--- src/rtl/io_uart_tx.sv ---
// io_uart_tx: CPU port-mapped 8N1 serial transmitter with toggle handshake and byte FIFO.
`timescale 1ns/1ps
module io_uart_tx #(
    parameter int CLK_DIV    = 16,
    parameter int FIFO_DEPTH = 4
) (
    input  logic       clk,
    input  logic       rst_n,
    input  logic [7:0] io_out_data,
    input  logic [7:0] io_out_ctrl,
    output logic [7:0] io_in_status,
    output logic       txd
);
    localparam int AW = (FIFO_DEPTH > 2) ? 2 : 1;
    localparam logic [1:0] IDLE = 2'd0, START = 2'd1, DATA = 2'd2, STOP = 2'd3;
    localparam logic [2:0] DEPTH = 3'(FIFO_DEPTH);
    localparam logic [15:0] DIV_LAST = 16'(CLK_DIV - 1);

    logic [7:0]    mem [FIFO_DEPTH];
    logic [AW-1:0] wr_ptr, rd_ptr;
    logic [2:0]    count, bitcnt;
    logic [1:0]    state;
    logic [15:0]   div;
    logic [7:0]    shift;
    logic          armed, req_q, ack, ovf, txd_q;
    logic          toggle, pop, push, div_end;
    logic          unused_ctrl;

    assign unused_ctrl = ^io_out_ctrl[7:2];
    assign toggle = armed && (io_out_ctrl[0] != req_q);
    assign pop = (state == IDLE) && (count != 3'd0);
    // a full FIFO still accepts when the head leaves on the same edge
    assign push = toggle && ((count < DEPTH) || pop);
    assign div_end = div == DIV_LAST;
    assign io_in_status = {count, ovf, ack, count == 3'd0, count == DEPTH, state != IDLE};
    assign txd = txd_q;

    always_ff @(posedge clk) begin
        if (push) mem[wr_ptr] <= io_out_data;
    end

    always_ff @(posedge clk or negedge rst_n) begin
        if (!rst_n) begin
            wr_ptr <= '0;
            rd_ptr <= '0;
            count  <= 3'd0;
            bitcnt <= 3'd0;
            state  <= IDLE;
            div    <= 16'd0;
            shift  <= 8'd0;
            armed  <= 1'b0;
            req_q  <= 1'b0;
            ack    <= 1'b0;
            ovf    <= 1'b0;
            txd_q  <= 1'b1;
        end else begin
            // first edge after reset only samples the toggle level
            if (!armed) begin
                armed <= 1'b1;
                req_q <= io_out_ctrl[0];
            end else if (toggle) begin
                req_q <= io_out_ctrl[0];
                ack   <= ~ack;
            end
            if (push) wr_ptr <= wr_ptr + AW'(1);
            if (pop) rd_ptr <= rd_ptr + AW'(1);
            count <= count + {2'b0, push} - {2'b0, pop};
            if (toggle && !push) ovf <= 1'b1;
            else if (io_out_ctrl[1]) ovf <= 1'b0;
            case (state)
                IDLE: if (pop) begin
                    shift <= mem[rd_ptr];
                    div   <= 16'd0;
                    txd_q <= 1'b0;
                    state <= START;
                end
                START: if (div_end) begin
                    div    <= 16'd0;
                    bitcnt <= 3'd0;
                    txd_q  <= shift[0];
                    state  <= DATA;
                end else div <= div + 16'd1;
                DATA: if (div_end) begin
                    div    <= 16'd0;
                    shift  <= shift >> 1;
                    bitcnt <= bitcnt + 3'd1;
                    txd_q  <= (bitcnt == 3'd7) ? 1'b1 : shift[1];
                    state  <= (bitcnt == 3'd7) ? STOP : DATA;
                end else div <= div + 16'd1;
                default: if (div_end) begin
                    div   <= 16'd0;
                    state <= IDLE;
                end else div <= div + 16'd1;
            endcase
        end
    end
endmodule
--- config.mk ---
export PLATFORM = sky130hd
export DESIGN_NAME = io_uart_tx
export DESIGN_NICKNAME = d
export VERILOG_FILES = /design/src/rtl/io_uart_tx.sv
export SDC_FILE = /design/constraint.sdc
export NUM_CORES = 1
export LEC_CHECK = 0
export ABC_AREA = 1
export CAP_MARGIN = 20
export CELL_PAD_IN_SITES_DETAIL_PLACEMENT = 0
export CELL_PAD_IN_SITES_GLOBAL_PLACEMENT = 2
export CORE_UTILIZATION = 30
export DETAILED_ROUTE_END_ITERATION = 8
export PLACE_DENSITY_LB_ADDON = 0.1
export SLEW_MARGIN = 30
export SYNTH_ARGS = -nofsm -noshare
export SYNTH_HDL_FRONTEND = slang
export SYNTH_SLANG_ARGS = --single-unit
--- constraint.sdc ---
create_clock -name clk -period 3.1 [get_ports clk]
set_clock_uncertainty 0.1 [all_clocks]
set_input_delay 0.62 -clock clk [delete_from_list [all_inputs] [get_ports clk]]
set_output_delay 0.62 -clock clk [all_outputs]
set_load 0.01 [all_outputs]
==> commit_impl_results.txt, run 1 <==
Refresh implementation metrics

* Outcome: finished clean
- Among the non-sequential cells, simple AND/OR/NAND/NOR gates take the most area.
- Pin slew with the least headroom to its limit: 0.629 ns
* Cell breakdown of the critical path: inv_1, ha_1, buf_4, inv_1, clkdlybuf4s50_1
- Logic inverters: 39
* Number of iterations in the first detailed-routing pass: 4
* Count of cell instances traversed by the critical path: 5
* Commonest cells post-synth: nand2_1 (125), nand3_1 (49), dfrtp_1 (40)
- Antenna fix cells: 0
- Hold Violations, Final: 0
- Library cell occupying the most area in the post-synthesis netlist: dfrtp_1
* Worst path buffer plus inverter count: 4
- Number of CTS-inserted buffers: 9
- Post-synthesis average cell area: 9.15 sq um
- Per STA, the library cell used most along the worst path is inv_1.
- Based on the critical path, the design can be clocked at up to 390 MHz.
- The layout has 1233 filler cells.
- Iter 0 DRT Violations: 96
- The first global-routing pass estimated 13.6 mm of wire.
* Clock Pin Slew Worst Setup and Hold Paths: 0.06 ns
* Total congestion overflow: 0
* Netlist area before placement: 0.00367 sq mm
- Of the post-synthesis cell area, the dominant cell type holds 0.273.
- Post-route fraction of the period consumed by the critical path: 0.827
* Logic area: 0.00146 sq mm
- At the placement stage, the worst setup path has a slack of 0.263 ns.
- Crit-path max cell delay: 0.53 ns
- The worst setup path is of the register to primary output kind.
* Flip-flop and latch count after synthesis: 73
* Num ports: 27
- Total number of yosys warnings: 0
- Most frequently used cell type in the post-synthesis netlist: nand2_1
* # setup viols final: 0
- Num rows: 40
- Max Buffers Root-to-Sink: 2
- STA classifies the critical path endpoint as a primary output.
- Sequential cells placed in the final layout were counted as 73.
- The count of cells in the finished layout, fillers not included, comes to 582.
- XORs/XNORs by Area: 0.0239
* Async set-or-reset flop fraction in the synthesized netlist: 0.562
* Critical path destination: io_in_status[0]
* RSZ-0062 raised after global routing: false
* Htree depth: 3
- At the worst endpoint, the arrival time is 1.84 ns.
- Post-CTS setup buffer count: 0
- Max-slew check failures listed in the final report amount to 0.
- IO Port Bufs: 20
* Pleak: 1.94 nW
* Complex Gates by Area: 0.0460
* Multi-input combinational gate total: 277
* Data buffer area share: 0.0627
- Via count of the first global-routing pass: 2609
- CTS root buf: clkbuf_16
- Post-layout minimum cycle time: 2.56 ns
* Std-Cell Core Area: 0.0120 sq mm
* Least setup slack across all paths after layout: 0.536 ns
- Per-cell via count in the routed design: 4.46
- In this run the vertical extent of the chip is 113 microns.
- Hold/Removal Path Class: primary input to asynchronous set/reset pin
- During tapcell insertion the tool placed 147 well taps.
- Source of the critical timing path: state[0]$_DFFE_PN0P_
* Mapped Nets: 434
- On the critical path the largest part of the delay comes from buffers and inverters.
* Hold buffer count at cts: 0
- Syn-to-layout area delta: 18.5%
- Across the run, the number of max-cap violations was 0.
- In the final design database the tool counted 463 nets.
* Cell count in the Yosys report: 401
- The die covers 0.0127 sq mm.
- Routability-driven placement congestion ratio: 0.694
* Cell area after layout: 0.00435 sq mm
- Area fraction in and, or, nand and nor cells: 0.274
[run 1: metal layers]
| metal | global-route usage | vias to the layer above | part of all wire |
|---|---|---|---|
| met1 | 0.180 | 1206 | 0.48 |
| li1 | - | 1359 | - |
| met3 | 0.0270 | 9 | 0.022 |
| met4 | 0.0720 | 0 | 0.015 |
| met5 | 0 | - | 0 |
| met2 | 0.236 | 24 | 0.48 |
[run 1: report_power, final]
part / leakage (nW) / internal (mW) / switching [mW]
Clock: 0.141 / 0.625 / 0.402
Sequential: 0.809 / 1.10 / 0.0531
Combinational: 0.992 / 0.157 / 0.158
Total: 1.94 / 1.88 / 0.613
[run 1: layout by cell type, fill, tap and decap left out, types with 2 or more instances in the layout]
cell	instances
inv_1	37
nand4_1	3
nand2_1	125
nand2_4	2
xor2_1	8
edfxtp_1	32
clkinv_4	2
o21ai_2	2
clkdlybuf4s50_1	19
dfrtp_1	40
o21ai_0	13
nor2_2	2
nor2_1	30
buf_4	11
nor3_1	2
o22ai_1	2
xnor2_1	2
clkbuf_16	9
o21ai_1	4
inv_2	2
a21oi_1	3
nand2_2	3
ha_1	14
nand3_1	49
nor2_4	2
o21bai_1	2
nand3_4	2
[run 1: worst min-delay path by stage]
stage	end
after CTS	div[6]$_DFFE_PN0N_
after global placement	shift[2]$_DFFE_PN0P_
after global routing	div[9]$_DFFE_PN0N_
after detailed placement	ack$_DFFE_PN0P_
final	div[7]$_DFFE_PN0N_
after floorplan	ack$_DFFE_PN0P_
[run 1: state kept, by name (all words and copies together), names as in the netlist]
| signal | flops |
|---|---|
| ack | 1 |
| rd_ptr | 2 |
| shift | 8 |
| bitcnt | 3 |
| mem | 32 |
| txd | 1 |
| ovf | 1 |
| count | 3 |
| armed | 1 |
| wr_ptr | 2 |
| state | 2 |
| div | 16 |
| req_q | 1 |
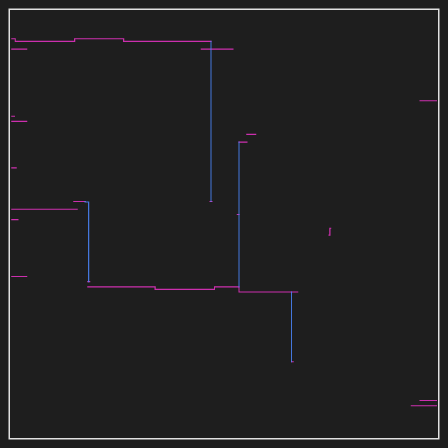
**Above:** run 1 (metal layers overlaid).
Two of the layers only.
Key: blue = metal 4 [wire length 121 microns]; magenta = metal 3 [wire length 179 microns]
routed length per instance: 13.7 microns
overall track demand over capacity in global routing: 0.143
DRT Wirelength: 7.99 mm
total number of vias: 2598

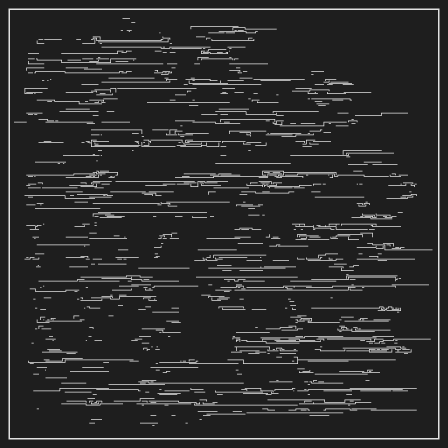
**Above:** run 1 (signal wires on met1).
The longest straight run is 29.9 microns. 421 nets have wire on it. The layer carries 3850 microns of wire. The wires run mostly horizontal. The layer holds 48% of the routed length.
global routing met1 resource utilization: 0.180

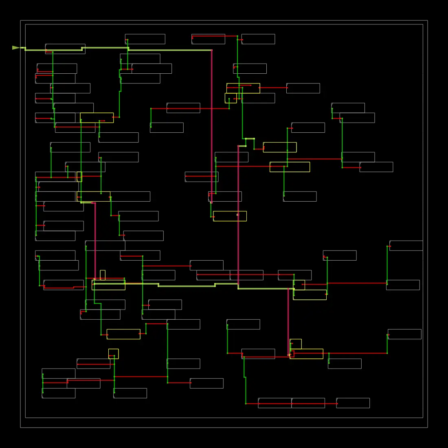
**Above:** run 1 (clock nets).
clock latency on the worst-skew pair: 0.34 ns
clock buf count: 10

**Run 1: met2 routing**

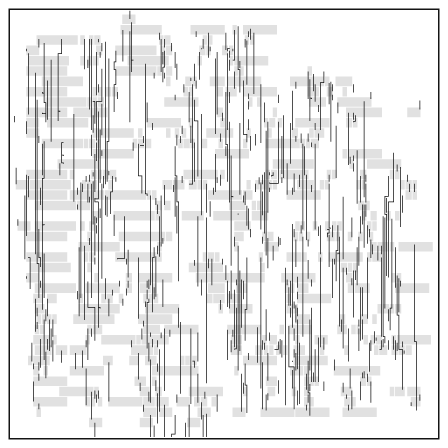

==> run 2, diff against run 1 <==
==> constraint.sdc (replaced) <==
create_clock -name clk -period 2.65 [get_ports clk]
set_clock_uncertainty 0.1 [all_clocks]
set_input_delay 0.53 -clock clk [delete_from_list [all_inputs] [get_ports clk]]
set_output_delay 0.53 -clock clk [all_outputs]
set_load 0.01 [all_outputs]
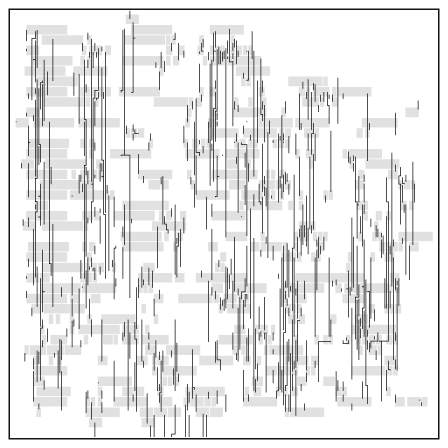
**Above:** run 2 (met2 routing).
The longest straight run is 49.6 microns. 335 nets have wire on it. The layer carries 3790 microns of wire.
DRT Wirelength: 8.04 mm
met2 Use GR: 0.233

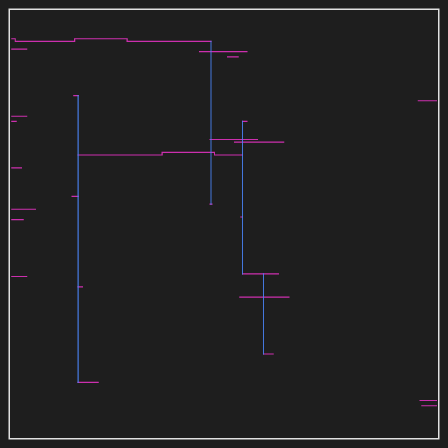
**Above:** run 2 (metal layers overlaid).
Two of the layers only.
Key: blue = metal 4 [wire length 180 microns]; magenta = metal 3 [wire length 213 microns]
routed length per instance: 13.7 microns
total number of vias: 2633
overall track demand over capacity in global routing: 0.144

==> run 2 against run 1 <==
Compared with the run above:
- utilization is 0.19 points higher
- sequential cell count stayed put
- global-route usage is 0.097 points higher
- count of clock-buffer cells in the layout stayed put
- synthesized cell count stayed put
- sequential power is about 20% higher
- worst setup slack worse by 0.40 ns
- final cell count is 0.52% higher
- first-iteration DRC count is 50% higher
- sequential share of layout area is 0.21 points lower
- clock power is about 20% higher
- highest routed layer unchanged
==> commit_impl_results.txt, run 2 <==
Refresh implementation metrics

- Total congestion overflow: 0
* Post-layout power: 2.93 mW
- Std-Cell Core Area: 0.0120 sq mm
- IR analysis of the VDD net gives a maximum drop of 0.000390 V.
- The most critical min-delay path falls under primary input to asynchronous set/reset pin.
- Worst slack at placement: -0.107 ns
- Sequential cell area fraction in the yosys report: 0.542
- Yosys Chip Area: 0.00367 sq mm
- Cell area after layout: 0.00437 sq mm
- In this run, distinct cell masters in the synthesized netlist total 34.
- The die is 113 microns tall.
* Async set-or-reset flop fraction in the synthesized netlist: 0.562
* Kind of end point of the critical path: primary output
- Max-cap check violation count: 0
* Sw Pwr: 0.733 mW
- Post-route fraction of the period consumed by the critical path: 0.949
- The cell count after synthesis came out at 401.
- Register ranked first by flip-flop count: mem
- IO Port Bufs: 20
- Number of CTS-inserted buffers: 9
- The internal portion of the total power is 2.20 mW.
* Hold Violations, Final: 0
- Fraction of layout cells with a size suffix above 1: 0.114
* Post-detailed-placement cell area: 0.00407 sq mm
* Clock latency on the worst-skew pair: 0.34 ns
- Source of the critical timing path: state[1]$_DFFE_PN0P_
* Per-cell via count in the routed design: 4.50
* Half-perimeter wire length of the detailed placement result: 5.74 mm
* Highest layer used for signal routing: met4
- For this block, wires on met1 add up to 3.86 mm.
- Count of flip-flops with a built-in enable after synthesis: 32
- Sw Share: 0.250
- Startpoint of the lowest-slack register-to-register path: state[1]$_DFFE_PN0P_
* Portion of total power attributed to sequential cells: 0.458
- Largest registers: mem (32), div (16), shift (8)
- The most common logic cell in the final layout is nand2_1.
- DRC viols: 0
- Per the GRT log, the top usage layer is met2.
* Logic area: 0.00146 sq mm
* Post-synthesis average cell area: 9.15 sq um
* Flip-flop and latch count after synthesis: 73
- Yosys stat counts 401 cells in the synthesized netlist.
- Post-CTS timing repair inserted 0 buffers for setup.
- Pleak: 1.95 nW
- Least setup slack across all paths after layout: 0.136 ns
- The first global-routing pass estimated 13.8 mm of wire.
- Antenna fix cells: 0
* Count of fill cells added during filler insertion: 1229
- Netlist area before placement: 0.00367 sq mm
* Proportion of netlist area held by the largest area contributor: 0.273
* CP Data Arrival Time: 1.88 ns
- Subtracting the final worst setup slack from the clock period gives 2.51 ns.
- The final report lists the setup-violating endpoint count as 0.
- Syn-to-layout area delta: 19.1%
- Derived from the worst setup path, the maximum achievable clock frequency is 398 MHz.
- For this run, the number of standard cells in the final layout without fillers is 585.
* Total number of yosys warnings: 0
* Final-layout worst hold slack: 0.0520 ns
* Hold buffer count at cts: 0
* Global routing met1 resource utilization: 0.184
- Max Buffers Root-to-Sink: 2
* Via count of the first global-routing pass: 2645
* Share of the core filled with cells in the final layout: 0.366
- Pin slew with the least headroom to its limit: 0.520 ns
* Most frequently placed logic cells in the final layout: nand2_1 (125), nand3_1 (49), dfrtp_1 (39)
* Clock Pin Slew Worst Setup and Hold Paths: 0.06 ns
* Number of iterations in the first detailed-routing pass: 4
- Setup repair after global routing left no endpoint under its margin.
* Flip-flop count of the largest register, all copies and words added: 32
- The number of nets in the synthesized netlist is 434.
- In this run the remaining antenna-violating nets after routing total 0.
- The chip occupies 0.0127 sq mm.
- Critical path startpoint category: register
- Sum of met3 wire segment lengths after detailed routing: 212 microns
* GR met3 Demand/Resource: 0.0275
* Routability-driven placement congestion ratio: 0.706
- Part of the power in combinational logic: 0.127
- Most frequently used cell type in the post-synthesis netlist: nand2_1
- Num rows: 40
* Final net count: 466
- TNS Setup: 0 ns
* Most used DFF post-synth: dfrtp_1
* Iter 0 DRT Violations: 144
- Commonest cells post-synth: nand2_1 (125), nand3_1 (49), dfrtp_1 (40)
* TritonCTS sink count: 73
- 27 I/O pins were placed.
- Worst Path Class, Setup: register to primary output
- Per the detail_route log, met2 wirelength is 3.79 mm.
- Of the total power, the clock network draws 0.415.
- TritonCTS built the clock tree.
- Looking at the clock tree report, the root buffer type is clkbuf_16.
* Post-cts gate resize count: 0
- Htree depth: 3
* Library cell occupying the most area in the post-synthesis netlist: dfrtp_1
* Highest net fanout along the worst path: 7
* Outcome: finished clean
- Final slew viol count: 0
[run 2: power by group through the flow]
| stage | combinational (mW) | clock (mW) | sequential, mW |
|---|---|---|---|
| 5_1_grt | 0.425 | 1.31 | 1.36 |
| 4_1_cts | 0.383 | 1.26 | 1.34 |
| 2_1_floorplan | 0.198 | 0 | 1.36 |
| 6_report | 0.373 | 1.22 | 1.34 |
| 3_5_place_dp | 0.382 | 0 | 1.37 |
| 3_3_place_gp | 0.379 | 0 | 1.37 |
[run 2: worst paths after layout]
kind / end / slack, ns / depth (start not counted)
max: io_in_status[0] / 0.14 / 5
min: div[6]$_DFFE_PN0N_ / 0.05 / 1
max reg2reg: count[2]$_DFF_PN0_ / 0.36 / 10
min reg2reg: ack$_DFFE_PN0P_ / 0.37 / 1
max in group asynchronous: txd$_DFFE_PN1P_ / 1.77 / 2
min in group clk: ack$_DFFE_PN0P_ / 0.37 / 1
[run 2: critical path, cell delays in order, from the launching register on]
cell             delay, ns
dfrtp_1               0.42
inv_1                 0.08
ha_1                  0.25
buf_4                 0.20
inv_1                 0.07
clkdlybuf4s50_1       0.53
[run 2: final cells by class]
class                           instances  share of cell area
Clock inverter                          6              0.0157
Timing Repair Buffer                   33              0.0670
Inverter                               39              0.0335
Tap cell                              147              0.0421
Sequential cell                        73               0.455
Clock buffer                           10              0.0524
Multi-Input combinational cell        277               0.334
[run 2: cell families after synthesis]
| group | Yosys count | share of synthesized area |
|---|---|---|
| buffers and inverters | 51 | 0.0600 |
| flip-flops | 73 | 0.542 |
| AND/OR/NAND/NOR | 223 | 0.274 |
| adder cells (fa/ha/maj) | 15 | 0.0532 |
| XOR/XNOR | 10 | 0.0239 |
| other | 1 | 0.00102 |
| AND-OR/OR-AND | 28 | 0.0460 |
**Run 2: drive-strength map**

Bar = 20 microns.
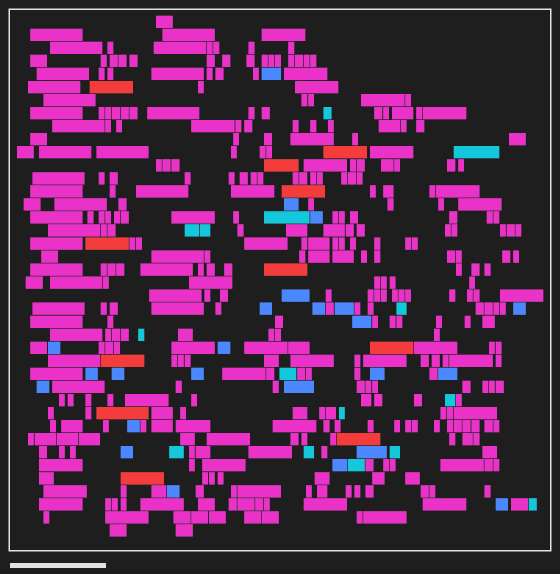

==> run 3, diff against run 2 <==
--- a/config.mk
+++ b/config.mk
@@ -9,6 +9,7 @@
 export CAP_MARGIN = 20
 export CELL_PAD_IN_SITES_DETAIL_PLACEMENT = 0
 export CELL_PAD_IN_SITES_GLOBAL_PLACEMENT = 2
+export CORE_ASPECT_RATIO = 1.2
 export CORE_UTILIZATION = 30
 export DETAILED_ROUTE_END_ITERATION = 8
 export PLACE_DENSITY_LB_ADDON = 0.1
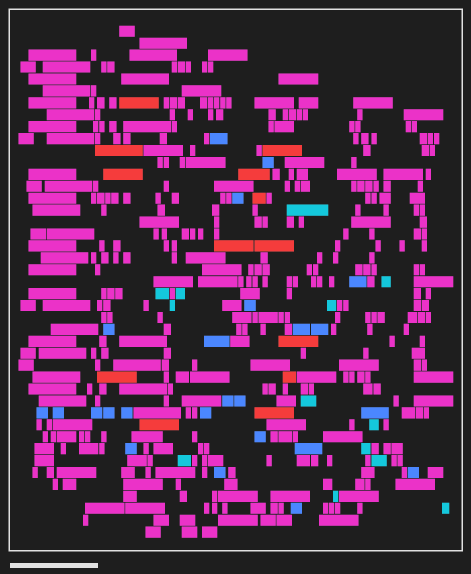
**Above:** run 3 (drive-strength map).
Bar = 20 microns.
Key: blue = _3 and _4 cells [cells 24, most used buf_4]; red = _6 and larger [cells 13, most used clkbuf_16]; magenta = _0 and _1 cells [cells 388, most used nand2_1]; cyan = _2 cells [cells 13, most used nand2_2]
least setup slack across all paths after layout: 0.150 ns
number of ordinary and repair buffers in the finished layout: 33
cell area after layout: 0.00439 sq mm
Syn-to-layout area delta: 19.6%

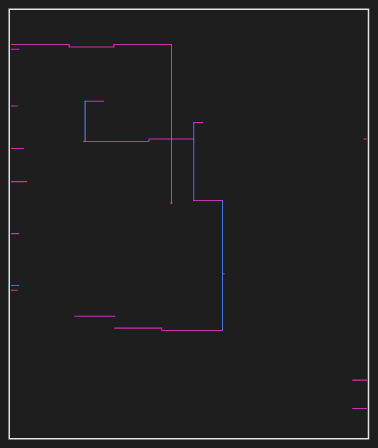
**Above:** run 3 (metal layers overlaid).
Two of the layers only.
Key: magenta = metal 3 [wire length 165 microns]; blue = metal 4 [wire length 117 microns]
total number of vias: 2634
DRT Wirelength: 7.99 mm
overall track demand over capacity in global routing: 0.145
routed length per instance: 13.4 microns

==> run 3 against run 2 <==
Compared with the run above:
- power rose by 0.72%
- largest cell class unchanged
- fmax is 0.56% higher
- first-iteration DRC count decreased by 31%
- sequential cell count did not move
- synthesized area did not move
- cell area is 0.37% higher
==> commit_impl_results.txt, run 3 <==
Refresh implementation metrics

* Vertical die dimension: 123 microns
- The number of global-route vias before repair came to 2658.
- Post-layout power: 2.95 mW
- Summed over all failing endpoints, the final setup total negative slack is 0 ns.
- In the log, the iteration count for the first detailed-route pass is 4.
- Total congestion overflow: 0
- The registers reported with the highest flop counts are mem (32), div (16), shift (8).
- Cell seen most often among critical-path stages: inv_1
- Count of flip-flops with a built-in enable after synthesis: 32
- The floorplan report gives the top-level pin count as 27.
- After synthesis, the cell types taking the most area are dfrtp_1 (27%), edfxtp_1 (26%), nand2_1 (13%), nand3_1 (6.7%), ha_1 (4.8%).
* Per-cell via count in the routed design: 4.43
- Setup repair after global routing left no endpoint under its margin.
- Netlist area before placement: 0.00367 sq mm
- The core region is 0.0117 sq mm.
- At the floorplan stage, the core utilization is reported as 0.313.
* Final slew viol count: 0
* Mapped Nets: 434
* Area of the chip: 0.0127 sq mm
- On the worst path, the slowest cell contributes a delay of 0.53 ns.
* Most used DFF post-synth: dfrtp_1
* Flip-flop count of the largest register, all copies and words added: 32
- Flip-flop and latch count after synthesis: 73
* Count of fill cells added during filler insertion: 1259
- At the worst endpoint, the required time is 2.02 ns.
* Pin slew with the least headroom to its limit: 0.660 ns
- The finished layout reports a core utilization of 0.374.
* Highest Clock Rate: 400 MHz
* Number of CTS-inserted buffers: 9
- Gate Count Post-Synth: 401
- Per the synthesis report, the number of distinct cell types is 34.
- mem holds more flip-flops than any other register.
- Post-layout minimum cycle time: 2.50 ns
- By instance count after routing, the leading logic cell type is nand2_1.
- The cell sitting at the root of the clock tree is a clkbuf_16.
- Post-detailed-placement cell area: 0.00409 sq mm
* Non-filler cells in the finished layout: 595
- Worst Path Class, Setup: register to primary output
- The number of warnings reported in the stage logs is 39.
* Hold Violations, Final: 0
* TritonCTS sink count: 73
* Final net count: 466
* Half-perimeter wire length of the detailed placement result: 5.82 mm
- The cell sequence reported for the critical path is inv_1, ha_1, buf_4, inv_1, clkdlybuf4s50_1.
* Maximum resistive drop on vdd: 0.000360 V
- CP max-delay cell: clkdlybuf4s50_1
- Critical path startpoint category: register
- IO Port Bufs: 20
- Per the run summary, max-cap violations total 0.
* Async set-or-reset flop fraction in the synthesized netlist: 0.562
- Worst path buffer plus inverter count: 4
* Initial antenna violation count: 0
- Yosys Chip Area: 0.00367 sq mm
* Hold/Removal Path Class: primary input to asynchronous set/reset pin
- Cell family with most CP delay: buffers and inverters
- Cell count in the Yosys report: 401
- Most frequently placed logic cells in the final layout: nand2_1 (125), nand3_1 (49), dfrtp_1 (40)
- Cell Count Post-Placement: 579
- The leakage power in the latest report is 1.95 nW.
* Total power per unit cell area: 673 mW/mm^2
- Outcome: finished clean
* Largest net degree at the start of global routing: 27
* Post-route fraction of the period consumed by the critical path: 0.944
* Antenna fix cells: 0
* Post-CTS setup buffer count: 0
- Library cell occupying the most area in the post-synthesis netlist: dfrtp_1
* Worst slack at placement: -0.113 ns
- Reg-to-reg slack, setup: 0.32 ns
- Final-layout worst hold slack: 0.122 ns
- First-pass GRT wire length: 13.5 mm
- The last timing report of the flow puts the setup violation total at 0.
- Fraction of layout cells with a size suffix above 1: 0.114
- Ranked by instance count, the synthesized netlist is headed by nand2_1 (125), nand3_1 (49), dfrtp_1 (40).
* Kind of end point of the critical path: primary output
- Post-CTS repair changed the size of 0 cells.
* Total number of yosys warnings: 0
* Max Buffers Root-to-Sink: 2
- In this run the tightest slew margin relative to its limit is 0.560.
* Overall die width: 103 microns
* Highest net fanout along the worst path: 7
- For reference, the placement row count at floorplan is 43.
- The detail route stage leaves a number of antenna-violating nets equal to 0.
- The first routing iteration left 99 violations.
* Post-synthesis average cell area: 9.15 sq um
* Most frequently used cell type in the post-synthesis netlist: nand2_1
* Clock Pin Slew Worst Setup and Hold Paths: 0.06 ns
- CP Data Arrival Time: 1.87 ns
* Clock tree from TritonCTS: yes
- Per the skew report, the later register of the worst-skew pair sees a clock latency of 0.33 ns.
* Proportion of netlist area held by the largest area contributor: 0.273
* Htree depth: 3
* Routability-driven placement congestion ratio: 0.665
- Hold buffer count at cts: 0
- DRC viols: 0
- Sequential cell area fraction in the yosys report: 0.542
run 3: final timing paths:
| path | startpoint | to | cells past startpoint |
|---|---|---|---|
| max | state[0]$_DFFE_PN0P_ | io_in_status[0] | 5 |
| min | rst_n | div[8]$_DFFE_PN0N_ | 1 |
| max reg2reg | state[0]$_DFFE_PN0P_ | count[2]$_DFF_PN0_ | 10 |
| min reg2reg | ack$_DFFE_PN0P_ | ack$_DFFE_PN0P_ | 1 |
| max in group asynchronous | rst_n | wr_ptr[1]$_DFFE_PN0P_ | 2 |
| min in group clk | ack$_DFFE_PN0P_ | ack$_DFFE_PN0P_ | 1 |
run 3: metal layers:
metal | vias up | share of wire | track usage
met3 | 10 | 0.021 | 0.0305
met1 | 1239 | 0.45 | 0.176
li1 | 1365 | - | -
met4 | 0 | 0.015 | 0.0502
met2 | 20 | 0.52 | 0.253
met5 | - | 0 | 0
run 3: kinds of logic (layout without fill, tap and decap cells):
kind of cell	count (synthesis)	count (layout)	share of synthesized area
xor gates and xnor gates	10	10	0.0239
AOI/OAI and AO/OA	28	28	0.0460
buffers and inverters	51	88	0.0600
other	1	1	0.00102
DFF	73	73	0.542
and+or+nand+nor	223	223	0.274
adders and majority gates	15	15	0.0532
run 3: power by group:
part           leakage, nW  switching, mW  total (mW)  internal (mW)
combinational         1.00          0.186       0.371          0.185
clock                0.135          0.502        1.24          0.735
sequential           0.809         0.0639        1.34           1.28
total                 1.95          0.752        2.95           2.20
run 3: layout make-up:
cell class	instances	area, sq um	area share
Sequential cell	73	1990	0.453
Multi-Input combinational cell	277	1460	0.333
Timing Repair Buffer	33	293	0.0667
Clock buffer	9	225	0.0513
Tap cell	157	196	0.0448
Inverter	39	146	0.0334
Clock inverter	7	77.6	0.0177
Power is estimated from default activity; no workload was simulated.
